==> src/rtl/mpp_stack_if.sv <==
// Bus between the mpp control module (master) and the stack unit (slave).
// high_water exists only when MPP_STACK_WATERMARK_EN is defined.
interface mpp_stack_if #(
  parameter int DATA_W = 8,
  parameter int DEPTH  = 256
);
  localparam int ADDR_W = $clog2(DEPTH);

  logic              clear;
  logic              push;
  logic              pop;
  logic [DATA_W-1:0] data_in;
  logic [DATA_W-1:0] data_out;
  logic              data_valid;
  logic [ADDR_W:0]   sp;
  logic              empty;
  logic              full;
  logic              overflow;
  logic              underflow;
`ifdef MPP_STACK_WATERMARK_EN
  logic [ADDR_W:0]   high_water;
`endif

  modport master (
    output clear, push, pop, data_in,
    input  data_out, data_valid, sp, empty, full, overflow, underflow
`ifdef MPP_STACK_WATERMARK_EN
    , input high_water
`endif
  );

  modport slave (
    input  clear, push, pop, data_in,
    output data_out, data_valid, sp, empty, full, overflow, underflow
`ifdef MPP_STACK_WATERMARK_EN
    , output high_water
`endif
  );
endinterface

==> src/rtl/mpp_stack_unit.sv <==
// Parametrised push/pop stack with entry-count pointer and sticky error flags.
// Optional high-water tracking enabled by defining MPP_STACK_WATERMARK_EN.
module mpp_stack_unit #(
  parameter int DATA_W = 8,
  parameter int DEPTH  = 256
) (
  input  logic       clk,
  input  logic       reset_n,
  mpp_stack_if.slave bus
);
  localparam int ADDR_W = $clog2(DEPTH);

  logic [DATA_W-1:0] mem_q [DEPTH];

  logic [ADDR_W:0]   sp_q, sp_d;
  logic [DATA_W-1:0] dout_q, dout_d;
  logic              dv_q, dv_d;
  logic              ovf_q, ovf_d;
  logic              unf_q, unf_d;

  logic              we;
  logic [ADDR_W-1:0] waddr;
  logic [ADDR_W-1:0] top;
  logic              empty, full;

  assign empty = (sp_q == '0);
  assign full  = (sp_q == (ADDR_W+1)'(DEPTH));
  // When full the low bits wrap to 0, so top still lands on DEPTH-1.
  assign top   = sp_q[ADDR_W-1:0] - ADDR_W'(1);

  always_comb begin
    sp_d   = sp_q;
    dout_d = dout_q;
    dv_d   = 1'b0;
    ovf_d  = ovf_q;
    unf_d  = unf_q;
    we     = 1'b0;
    waddr  = sp_q[ADDR_W-1:0];
    if (bus.clear) begin
      sp_d  = '0;
      ovf_d = 1'b0;
      unf_d = 1'b0;
    end else begin
      case ({bus.push, bus.pop})
        2'b10: begin
          if (full) begin
            ovf_d = 1'b1;
          end else begin
            we   = 1'b1;
            sp_d = sp_q + (ADDR_W+1)'(1);
          end
        end
        2'b01: begin
          if (empty) begin
            unf_d = 1'b1;
          end else begin
            dout_d = mem_q[top];
            dv_d   = 1'b1;
            sp_d   = sp_q - (ADDR_W+1)'(1);
          end
        end
        2'b11: begin
          dv_d = 1'b1;
          // Empty stack: the pushed word passes straight through, nothing stored.
          if (empty) begin
            dout_d = bus.data_in;
          end else begin
            dout_d = mem_q[top];
            we     = 1'b1;
            waddr  = top;
          end
        end
        default: ;
      endcase
    end
  end

  // Storage carries no reset so it can map onto plain RAM.
  always_ff @(posedge clk) begin
    if (we) mem_q[waddr] <= bus.data_in;
  end

  always_ff @(posedge clk or negedge reset_n) begin
    if (!reset_n) begin
      sp_q   <= '0;
      dout_q <= '0;
      dv_q   <= 1'b0;
      ovf_q  <= 1'b0;
      unf_q  <= 1'b0;
    end else begin
      sp_q   <= sp_d;
      dout_q <= dout_d;
      dv_q   <= dv_d;
      ovf_q  <= ovf_d;
      unf_q  <= unf_d;
    end
  end

`ifdef MPP_STACK_WATERMARK_EN
  logic [ADDR_W:0] hw_q, hw_d;

  always_comb begin
    hw_d = hw_q;
    if (bus.clear)        hw_d = '0;
    else if (sp_d > hw_q) hw_d = sp_d;
  end

  always_ff @(posedge clk or negedge reset_n) begin
    if (!reset_n) hw_q <= '0;
    else          hw_q <= hw_d;
  end

  assign bus.high_water = hw_q;
`endif

  assign bus.data_out   = dout_q;
  assign bus.data_valid = dv_q;
  assign bus.sp         = sp_q;
  assign bus.empty      = empty;
  assign bus.full       = full;
  assign bus.overflow   = ovf_q;
  assign bus.underflow  = unf_q;
endmodule

==> src/flat_wrapper.sv <==
// flat-port wrapper written by rule: the top's interface ports become plain ports
module mpp_stack_unit_flat 
#(
  parameter int DATA_W = 8,
  parameter int DEPTH  = 256
)
  (clk, reset_n, bus_clear, bus_push, bus_pop, bus_data_in, bus_data_out, bus_data_valid, bus_sp, bus_empty, bus_full, bus_overflow, bus_underflow);
  mpp_stack_if #(.DATA_W(DATA_W), .DEPTH(DEPTH)) bus_i ();
  input  logic clk;
  input  logic reset_n;
  input wire logic [$bits(bus_i.clear)-1:0] bus_clear;
  input wire logic [$bits(bus_i.push)-1:0] bus_push;
  input wire logic [$bits(bus_i.pop)-1:0] bus_pop;
  input wire logic [$bits(bus_i.data_in)-1:0] bus_data_in;
  output wire logic [$bits(bus_i.data_out)-1:0] bus_data_out;
  output wire logic [$bits(bus_i.data_valid)-1:0] bus_data_valid;
  output wire logic [$bits(bus_i.sp)-1:0] bus_sp;
  output wire logic [$bits(bus_i.empty)-1:0] bus_empty;
  output wire logic [$bits(bus_i.full)-1:0] bus_full;
  output wire logic [$bits(bus_i.overflow)-1:0] bus_overflow;
  output wire logic [$bits(bus_i.underflow)-1:0] bus_underflow;
  assign bus_i.clear = bus_clear;
  assign bus_i.push = bus_push;
  assign bus_i.pop = bus_pop;
  assign bus_i.data_in = bus_data_in;
  assign bus_data_out = bus_i.data_out;
  assign bus_data_valid = bus_i.data_valid;
  assign bus_sp = bus_i.sp;
  assign bus_empty = bus_i.empty;
  assign bus_full = bus_i.full;
  assign bus_overflow = bus_i.overflow;
  assign bus_underflow = bus_i.underflow;
  mpp_stack_unit #(.DATA_W(DATA_W), .DEPTH(DEPTH)) u_core (.clk(clk), .reset_n(reset_n), .bus(bus_i));
endmodule
==> config.mk <==
export PLATFORM = sky130hd
export DESIGN_NAME = mpp_stack_unit_flat
export DESIGN_NICKNAME = d
export VERILOG_FILES = /design/src/rtl/mpp_stack_if.sv /design/src/rtl/mpp_stack_unit.sv /design/src/flat_wrapper.sv
export SDC_FILE = /design/constraint.sdc
export NUM_CORES = 2
export LEC_CHECK = 0
export CAP_MARGIN = 25
export CORE_MARGIN = 2
export CORE_UTILIZATION = 30
export CTS_CLUSTER_SIZE = 24
export DETAILED_ROUTE_END_ITERATION = 10
export DONT_BUFFER_PORTS = 1
export GPL_TIMING_DRIVEN = 0
export PLACE_DENSITY = 0.43
export SLEW_MARGIN = 5
export SYNTH_ARGS = -nofsm -noshare
export SYNTH_HDL_FRONTEND = slang
export SYNTH_SLANG_ARGS = --single-unit
==> constraint.sdc <==
create_clock -name clk -period 8.9 [get_ports clk]
set_input_delay 2.225 -clock clk [delete_from_list [all_inputs] [get_ports clk]]
set_output_delay 2.225 -clock clk [all_outputs]
set_load 0.03 [all_outputs]
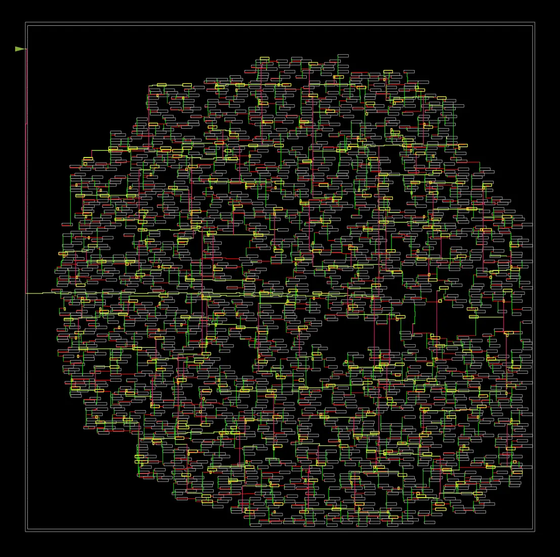
clocks.png
flop count: 2,068
Clock Sinks: 2,068
clock buffers: 296
Num CTS Buffers: 224

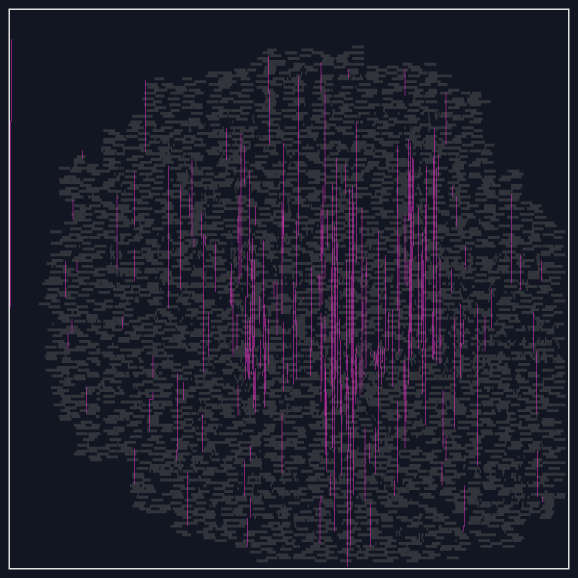
layer_met4.png
Cells faint in the background.
longest straight run = 288 um
wire length on this layer = 12,500 um
main direction = vertical

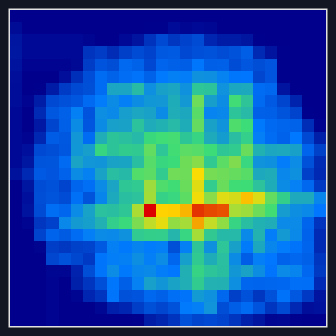
metal_density.png
The die is cut into 26 by 26 equal tiles; dark blue is low, red is high, scaled to the fullest tile. Values are wire area over tile area, all layers added.
densest ninth of the die = centre
mean over tiles = 0.18
fullest tile = 0.80
DR vias: 45,210
Routed WL per cell: 36.25 um
WL final: 305.1 mm

==> qor.yml <==
sta:
  fmax_ghz: 0.1244
  maxSlewHeadroom_pct: -7.341
  finalMaxSlewViolations: 48
  hold_viol_final: 0
  worstMarginPinSlew_ns: 1.610
  whs_ns: 0.7078
  layout_min_cycle_time_ns: 8.039
yosys:
  syn-cell-area_mm2: 0.08168
  yosysTopAreaCellShare_pct: 75.30
  synth_warnings: 0
  edf_count: 2048
  ys_sh_xor_pct: 0.1394
  syn_avg_cell_area_um2: 19.07
  async_flop_share_pct: 0.9671
  ys_sh_simple_pct: 6.014
  top_logic_kind: "multiplexers"
  syn_inst: 4282
  top_cells_by_area: "edfxtp_1 75%, mux4_2 14%, nand2_1 2.4%"
  muxShareOfSynthArea_pct: 14.35
  synth_cell_type_count: 66
finish:
  antennaDiodeCount: 10
  fin_nets: 4678
  seq_share_pct: 65.35
  ff_latch_area_mm2: 0.06200
  clk_share_pct: 7.330
  utilization_pct: 35.04
  layoutNonFillerInstCount: 8417
  final_cell_mix: "2,048 x edfxtp_1, 525 x nand2_1, 512 x mux4_2, 306 x nor2_1, 249 x nand3_1"
  comb_area_mm2: 0.01851
  mostFrequentLayoutCell: "edfxtp_1"
  largestClassByArea: "flip-flops and latches"
  fill_cells: 25340
  layout-drive-gt1-share_pct: 23.15
  area_delta_synth_final_pct: 16.16
global_route:
  antenna_found_initial: 20
  gr-usage-all-layers_pct: 21.73
  grt_pass1_wl_mm: 405.2
  grt_overflow: 0
  first_global_vias: 44530
critical_path:
  critPathBufInv: 9
  max_stage_delay_ns: 0.97
  cp_common_cell: "buf_2"
  path_delay_family: "buffers and inverters"
  r2r_end: "u_core.mem_q[213][1]"
  reg2reg_depth: 14
  crit_type: "reg -> reg"
  cp-start-kind: "flop"
  path_depth: 14
  path_cells: "buf_6 > buf_4 > inv_2 > ha_1 > buf_4 > buf_2 > buf_2 > buf_2 > buf_2 > nand3_1 > o31ai_1 > nand3_1 > clkbuf_2 > nor2_1"
outcome:
  violations: "slew limit"
  status: "finished with violations"
cts:
  clkSlewWorstSetupHoldPaths_ns: 0.06
  postCtsHoldBufs: 0
  cts_tree: "yes"
  root_buffer: "clkbuf_16"
  htreeDepth: 4
  cts_setup_buffers: 0
  clock_latency_ns: 0.90
floorplan:
  die_height_um: 525.8
  die_x_um: 525.8
  fp.dieArea_mm2: 0.2764
  boundaryPins: 35
  initCoreUtil_pct: 30.17
  rows: 191
  taps: 3570
  core_mm2: 0.2708
pwr:
  power_switching_mw: 10.84
  power_frac_seq_pct: 37.5
  internal_power_mw: 18.32
  max-vdd-ir-drop_mv: 0.1670
  leakage_nw: 29.40
  p_sw_share_pct: 37.17
  power_density_mw_per_mm2: 307.3
min_path:
  min-delay-start: "u_core.bus.underflow"
  hold_end: "u_core.bus.underflow"
  hold_path.class: "reg -> reg"
detailed_routing:
  postRouteAntennaNets: 0
  drt_iter0_markers: 6287
  drc: 0
  vias_per_cell: 5.371
job:
  cap_viol_max_count: 0
placed_design:
  place_congestion: 0.9757
  dp_hpwl_mm: 205.1
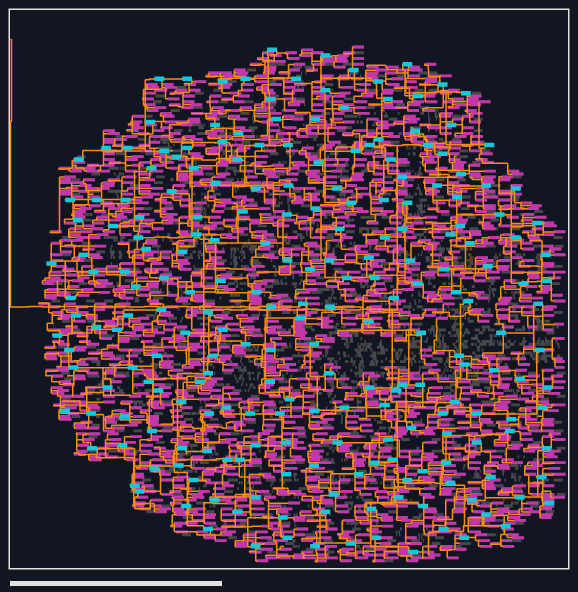
clk_routes.png
The bar under the picture is 200 um long.
cyan -> clock drivers  # count 224
orange -> clock wires  # length 27.9 mm
magenta -> flip-flops  # count 2,068
flops lie = widely spread
routed clock nets = 225

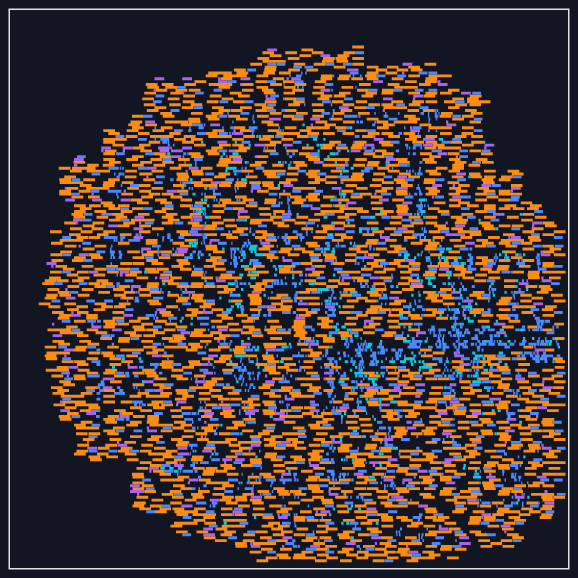
placement_by_type.png
orange -> flops  # cells 2,068, share of their area 69%
blue -> combinational and other logic  # cells 1,950, share of their area 21%
purple -> clock drivers and dummy loads  # cells 407, share of their area 7.7%
cyan -> other buffers and delay cells  # cells 412, share of their area 3.2%

-- Yosys cell counts, types with 3 or more instances --
master     instances
edfxtp_1        2048
nand2_1          525
mux4_2           512
nor2_1           310
nand3_1          249
clkbuf_1         114
buf_2             84
a211oi_1          56
a21oi_1           53
buf_1             45
a2111oi_0         22
dfrtp_1           20
mux2i_1           18
buf_4             17
o31ai_1           17
nor4_1            12
inv_1             11
nor3_1            11
and3_1            10
nand4_1           10
o22ai_1           10
or3_1             10
a211o_1            9
xnor2_1            9
ha_1               8
o21ai_1            7
o22a_1             6
a21o_1             5
o21ai_0            5
or4_1              5
a31oi_1            4
and2_1             4
buf_6              4
xor2_1             4
o21bai_1           3
o221ai_1           3
-- per-layer routing --
layer / global-route usage, % / wire [um]
met5: 0 / 43
met4: 8.434 / 12460
met1: 29.80 / 128900
met3: 5.622 / 25950
met2: 32.96 / 137800
-- stage by stage --
stage / total power [mW] / instance area [um2] / setup TNS [ns] / setup slack, ns
2_1_floorplan: 15.17 / 81680 / 0 / 4.081
5_1_grt: 29.74 / 94850 / 0 / 0.8850
6_report: 29.15 / 94870 / 0 / 0.8612
3_3_place_gp: 19.79 / 86140 / -126.86 / -0.7086
3_5_place_dp: 20.14 / 87670 / 0 / 1.219
4_1_cts: 29.09 / 94630 / 0 / 1.176
-- sequential cells by signal, summed over array words and instances (netlist names) --
signal / count
u_core.bus.sp: 9
u_core.bus.data_valid: 1
u_core.bus.underflow: 1
u_core.bus.overflow: 1
u_core.mem_q: 2048
u_core.bus.data_out: 8
-- power groups by stage --
stage                     combinational (mW)  clock (mW)  sequential, mW
final                                   9.21        9.02            10.9
after global routing                    9.32        9.50            10.9
after CTS                               9.03        9.14            10.9
after detailed placement                9.01           0            11.1
after global placement                  8.67           0            11.1
after floorplan                         4.10           0            11.1
Power figures rest on the tool's default switching activity, not on a simulated workload.
